### Placement view

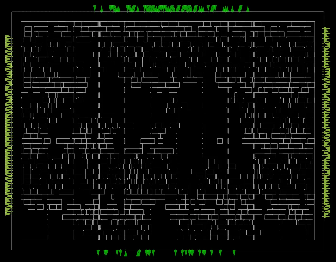
### Metal layers overlaid

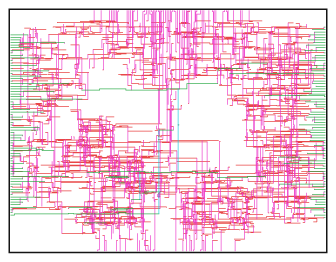
### Cell classes on the final placement

Fill, decap, tap and diode cells in grey.
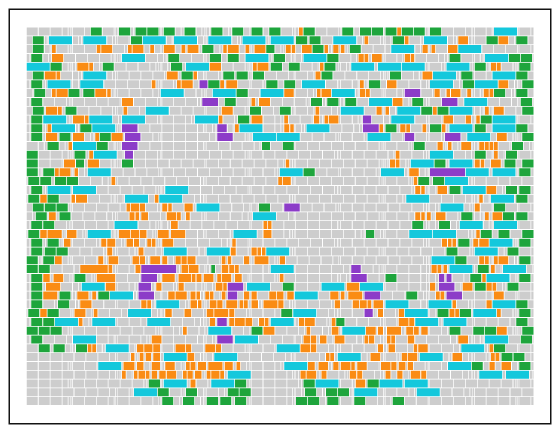
## config.mk

```make
export PLATFORM = sky130hd
export DESIGN_NAME = spc_ckpt_ctrl
export DESIGN_NICKNAME = d
export VERILOG_FILES = /design/src/rtl/spc_ckpt_ctrl.sv
export SDC_FILE = /design/constraint.sdc
export NUM_CORES = 1
export LEC_CHECK = 0
export CAP_MARGIN = 0
export CORE_ASPECT_RATIO = 0.75
export CORE_MARGIN = 5
export CORE_UTILIZATION = 30
export CTS_BUF_LIST = sky130_fd_sc_hd__clkbuf_8
export CTS_CLUSTER_DIAMETER = 30
export DETAILED_ROUTE_END_ITERATION = 10
export PLACE_DENSITY = 0.59
export RECOVER_POWER = 50
export SYNTH_ARGS = -nofsm -noshare
export SYNTH_HDL_FRONTEND = slang
export SYNTH_SLANG_ARGS = --single-unit
```

## constraint.sdc

```tcl
create_clock -name clk_i -period 5.5 [get_ports clk_i]
set_input_delay 0.55 -clock clk_i [delete_from_list [all_inputs] [get_ports clk_i]]
set_output_delay 0.55 -clock clk_i [all_outputs]
set_load 0.005 [all_outputs]
```

## src/rtl/spc_ckpt_ctrl.sv

```systemverilog
`timescale 1ns/1ps
// -----------------------------------------------------------------------------
// spc_ckpt_ctrl
// Supervisor sitting on the far side of the SoC fault-tolerance interface.
// It boots the core, periodically asks for a safe-PC snapshot (signal_o pulse,
// then captures spc_i), relaunches the core from the last good checkpoint on a
// fault, and latches the program result once mem_flag_i goes nonzero.
//
// Ports:
//   clk_i, rst_i          clock, synchronous active-high reset
//   enable_i              allows the initial boot to proceed
//   fault_i               fault level, sampled every cycle
//   mem_flag_i            SoC completion flag (nonzero = done)
//   mem_result_i          SoC result word
//   spc_i                 safe PC reported by the SoC
//   signal_o              one-cycle checkpoint request
//   core_rst_no           active-low core reset
//   fetch_en_o            core fetch enable
//   boot_addr_o           core (re)start address
//   ckpt_valid_o          at least one checkpoint captured
//   ckpt_pc_o             last captured safe PC
//   ckpt_count_o          checkpoints captured (saturating)
//   recover_count_o       restores performed (saturating)
//   done_o, result_o      sticky completion flag and latched result
//   fail_o                sticky recovery-budget-exhausted flag
// All outputs come straight from flops.
// -----------------------------------------------------------------------------
module spc_ckpt_ctrl #(
  parameter logic [31:0] BOOT_ADDR   = 32'h0000_0080,
  parameter int          CKPT_PERIOD = 64,
  parameter int          SPC_LAT     = 2,
  parameter int          RST_HOLD    = 4,
  parameter int          MAX_RECOVER = 3
) (
  input  logic        clk_i,
  input  logic        rst_i,
  input  logic        enable_i,
  input  logic        fault_i,
  input  logic [31:0] mem_flag_i,
  input  logic [31:0] mem_result_i,
  input  logic [31:0] spc_i,
  output logic        signal_o,
  output logic        core_rst_no,
  output logic        fetch_en_o,
  output logic [31:0] boot_addr_o,
  output logic        ckpt_valid_o,
  output logic [31:0] ckpt_pc_o,
  output logic [15:0] ckpt_count_o,
  output logic [7:0]  recover_count_o,
  output logic        done_o,
  output logic [31:0] result_o,
  output logic        fail_o
);

  // +1 keeps every counter at least one bit wide when a parameter is 1.
  localparam int PW = $clog2(CKPT_PERIOD + 1);
  localparam int LW = $clog2(SPC_LAT + 1);
  localparam int HW = $clog2(RST_HOLD + 1);

  typedef enum logic [2:0] {
    ST_BOOT    = 3'd0,
    ST_RUN     = 3'd1,
    ST_REQ     = 3'd2,
    ST_WAIT    = 3'd3,
    ST_RESTORE = 3'd4,
    ST_DONE    = 3'd5,
    ST_FAIL    = 3'd6
  } state_e;

  state_e      state_q, state_d;
  logic [HW-1:0] hold_q, hold_d;
  logic [PW-1:0] period_q, period_d;
  logic [LW-1:0] lat_q, lat_d;
  logic        signal_q, signal_d;
  logic        core_rst_n_q, core_rst_n_d;
  logic        fetch_en_q, fetch_en_d;
  logic [31:0] boot_addr_q, boot_addr_d;
  logic        ckpt_valid_q, ckpt_valid_d;
  logic [31:0] ckpt_pc_q, ckpt_pc_d;
  logic [15:0] ckpt_count_q, ckpt_count_d;
  logic [7:0]  recover_q, recover_d;
  logic        done_q, done_d;
  logic [31:0] result_q, result_d;
  logic        fail_q, fail_d;

  logic        start_restore_s;
  logic [7:0]  recover_inc_s;

  // Next-state and next-output logic for the supervisor FSM.
  always_comb begin
    state_d         = state_q;
    hold_d          = hold_q;
    period_d        = period_q;
    lat_d           = lat_q;
    signal_d        = 1'b0;
    core_rst_n_d    = core_rst_n_q;
    fetch_en_d      = fetch_en_q;
    boot_addr_d     = boot_addr_q;
    ckpt_valid_d    = ckpt_valid_q;
    ckpt_pc_d       = ckpt_pc_q;
    ckpt_count_d    = ckpt_count_q;
    recover_d       = recover_q;
    done_d          = done_q;
    result_d        = result_q;
    fail_d          = fail_q;
    start_restore_s = 1'b0;
    recover_inc_s   = (recover_q == 8'hFF) ? 8'hFF : (recover_q + 8'd1);

    case (state_q)
      ST_BOOT: begin
        // The boot hold only makes progress while the system enables us.
        if (enable_i) begin
          if (hold_q == HW'(RST_HOLD - 1)) begin
            state_d      = ST_RUN;
            hold_d       = '0;
            core_rst_n_d = 1'b1;
            fetch_en_d   = 1'b1;
            period_d     = '0;
          end else begin
            hold_d = hold_q + HW'(1);
          end
        end else begin
          hold_d = hold_q;
        end
      end

      ST_RUN: begin
        if (fault_i) begin
          start_restore_s = 1'b1;
        end else if (mem_flag_i != 32'd0) begin
          state_d    = ST_DONE;
          result_d   = mem_result_i;
          done_d     = 1'b1;
          fetch_en_d = 1'b0;
        end else if (period_q == PW'(CKPT_PERIOD - 1)) begin
          state_d  = ST_REQ;
          period_d = '0;
          signal_d = 1'b1;
        end else begin
          period_d = period_q + PW'(1);
        end
      end

      ST_REQ: begin
        if (fault_i) begin
          start_restore_s = 1'b1;
        end else begin
          state_d = ST_WAIT;
          lat_d   = '0;
        end
      end

      ST_WAIT: begin
        // mem_flag_i is deliberately not looked at here: the capture always
        // completes and completion is then picked up from RUN.
        if (fault_i) begin
          start_restore_s = 1'b1;
        end else if (lat_q == LW'(SPC_LAT - 1)) begin
          state_d      = ST_RUN;
          ckpt_pc_d    = spc_i;
          ckpt_valid_d = 1'b1;
          ckpt_count_d = (ckpt_count_q == 16'hFFFF) ? 16'hFFFF : (ckpt_count_q + 16'd1);
          period_d     = '0;
        end else begin
          lat_d = lat_q + LW'(1);
        end
      end

      ST_RESTORE: begin
        // Faults during the hold are ignored and do not restart it.
        if (hold_q == HW'(RST_HOLD - 1)) begin
          state_d      = ST_RUN;
          hold_d       = '0;
          core_rst_n_d = 1'b1;
          fetch_en_d   = 1'b1;
          period_d     = '0;
        end else begin
          hold_d = hold_q + HW'(1);
        end
      end

      ST_DONE: begin
        state_d = ST_DONE;
      end

      ST_FAIL: begin
        state_d = ST_FAIL;
      end

      default: begin
        // Unreachable encoding: park the core in reset and reboot.
        state_d      = ST_BOOT;
        hold_d       = '0;
        core_rst_n_d = 1'b0;
        fetch_en_d   = 1'b0;
      end
    endcase

    // Shared RESTORE entry, taken from RUN, REQ or WAIT.
    if (start_restore_s) begin
      recover_d    = recover_inc_s;
      boot_addr_d  = ckpt_valid_q ? ckpt_pc_q : BOOT_ADDR;
      core_rst_n_d = 1'b0;
      fetch_en_d   = 1'b0;
      hold_d       = '0;
      if (recover_inc_s > 8'(MAX_RECOVER)) begin
        state_d = ST_FAIL;
        fail_d  = 1'b1;
      end else begin
        state_d = ST_RESTORE;
      end
    end else begin
      recover_d = recover_d;
    end
  end

  // State and registered-output flops with synchronous reset.
  always_ff @(posedge clk_i) begin
    if (rst_i) begin
      state_q      <= ST_BOOT;
      hold_q       <= '0;
      period_q     <= '0;
      lat_q        <= '0;
      signal_q     <= 1'b0;
      core_rst_n_q <= 1'b0;
      fetch_en_q   <= 1'b0;
      boot_addr_q  <= BOOT_ADDR;
      ckpt_valid_q <= 1'b0;
      ckpt_pc_q    <= BOOT_ADDR;
      ckpt_count_q <= 16'd0;
      recover_q    <= 8'd0;
      done_q       <= 1'b0;
      result_q     <= 32'd0;
      fail_q       <= 1'b0;
    end else begin
      state_q      <= state_d;
      hold_q       <= hold_d;
      period_q     <= period_d;
      lat_q        <= lat_d;
      signal_q     <= signal_d;
      core_rst_n_q <= core_rst_n_d;
      fetch_en_q   <= fetch_en_d;
      boot_addr_q  <= boot_addr_d;
      ckpt_valid_q <= ckpt_valid_d;
      ckpt_pc_q    <= ckpt_pc_d;
      ckpt_count_q <= ckpt_count_d;
      recover_q    <= recover_d;
      done_q       <= done_d;
      result_q     <= result_d;
      fail_q       <= fail_d;
    end
  end

  assign signal_o        = signal_q;
  assign core_rst_no     = core_rst_n_q;
  assign fetch_en_o      = fetch_en_q;
  assign boot_addr_o     = boot_addr_q;
  assign ckpt_valid_o    = ckpt_valid_q;
  assign ckpt_pc_o       = ckpt_pc_q;
  assign ckpt_count_o    = ckpt_count_q;
  assign recover_count_o = recover_q;
  assign done_o          = done_q;
  assign result_o        = result_q;
  assign fail_o          = fail_q;

endmodule

```

==> impl_metrics.tcl <==
# place-and-route summary
set metrics [dict create \
    status "complete, but fails checks" \
    violations "capacitance limit, slew limit" \
    dpl_cell_area_um2 7980 \
    slew_headroom_pct -15.9 \
    avgSynthCellArea_um2 9.36 \
    comb_power_share_pct 5.9 \
    dr_wl_met3_um 1530 \
    critPathKind "input pin to register" \
    nFlopsAndLatches 141 \
    gp_congestion 0.784 \
    ys_area_um2 5540 \
    regToRegEndpoint "ckpt_count_o[1]$_SDFFE_PP0P_" \
    wl_met1_um 7820 \
    slew_violations 33 \
    yosys.area.top_type_share_pct 50.9 \
    fin_crit_ns 2.92 \
    dp.cells 1035 \
    warnings 26 \
    holdPathEnd "period_q[6]$_SDFFE_PP0P_" \
    crit_family "AND-OR/OR-AND gates" \
    r2r_start "state_q[1]$_SDFFE_PP0P_" \
    max_cap_violations 1 \
    post_cts_buffers 0 \
    comb_area_share_pct 30.0 \
]
-- 'Placement view' (at the start) --
number of placement rows: 43
Post-Layout Cell Count: 1067
Core Region: 18300 um2
Tap Cells: 247

-- 'Metal layers overlaid' (at the start) --
[M4] cyan | wire length: 103 um
[M2] magenta | wire length: 7000 um
[M1] red | wire length: 7820 um
[M3] green | wire length: 1530 um
WL per Instance: 15.4 um
vias: 4991
Routed WL: 16400 um

-- 'Cell classes on the final placement' (at the start) --
[clock drivers and dummy loads] purple | cells: 32 | share of their area: 5.0%
[registers] cyan | cells: 141 | share of their area: 35%
[remaining buffers and delay cells] green | cells: 230 | share of their area: 28%
[remaining logic cells] orange | cells: 417 | share of their area: 32%
Final Util: 45.6%
flop share of the area: 33.8%
fin area: 8360 um2

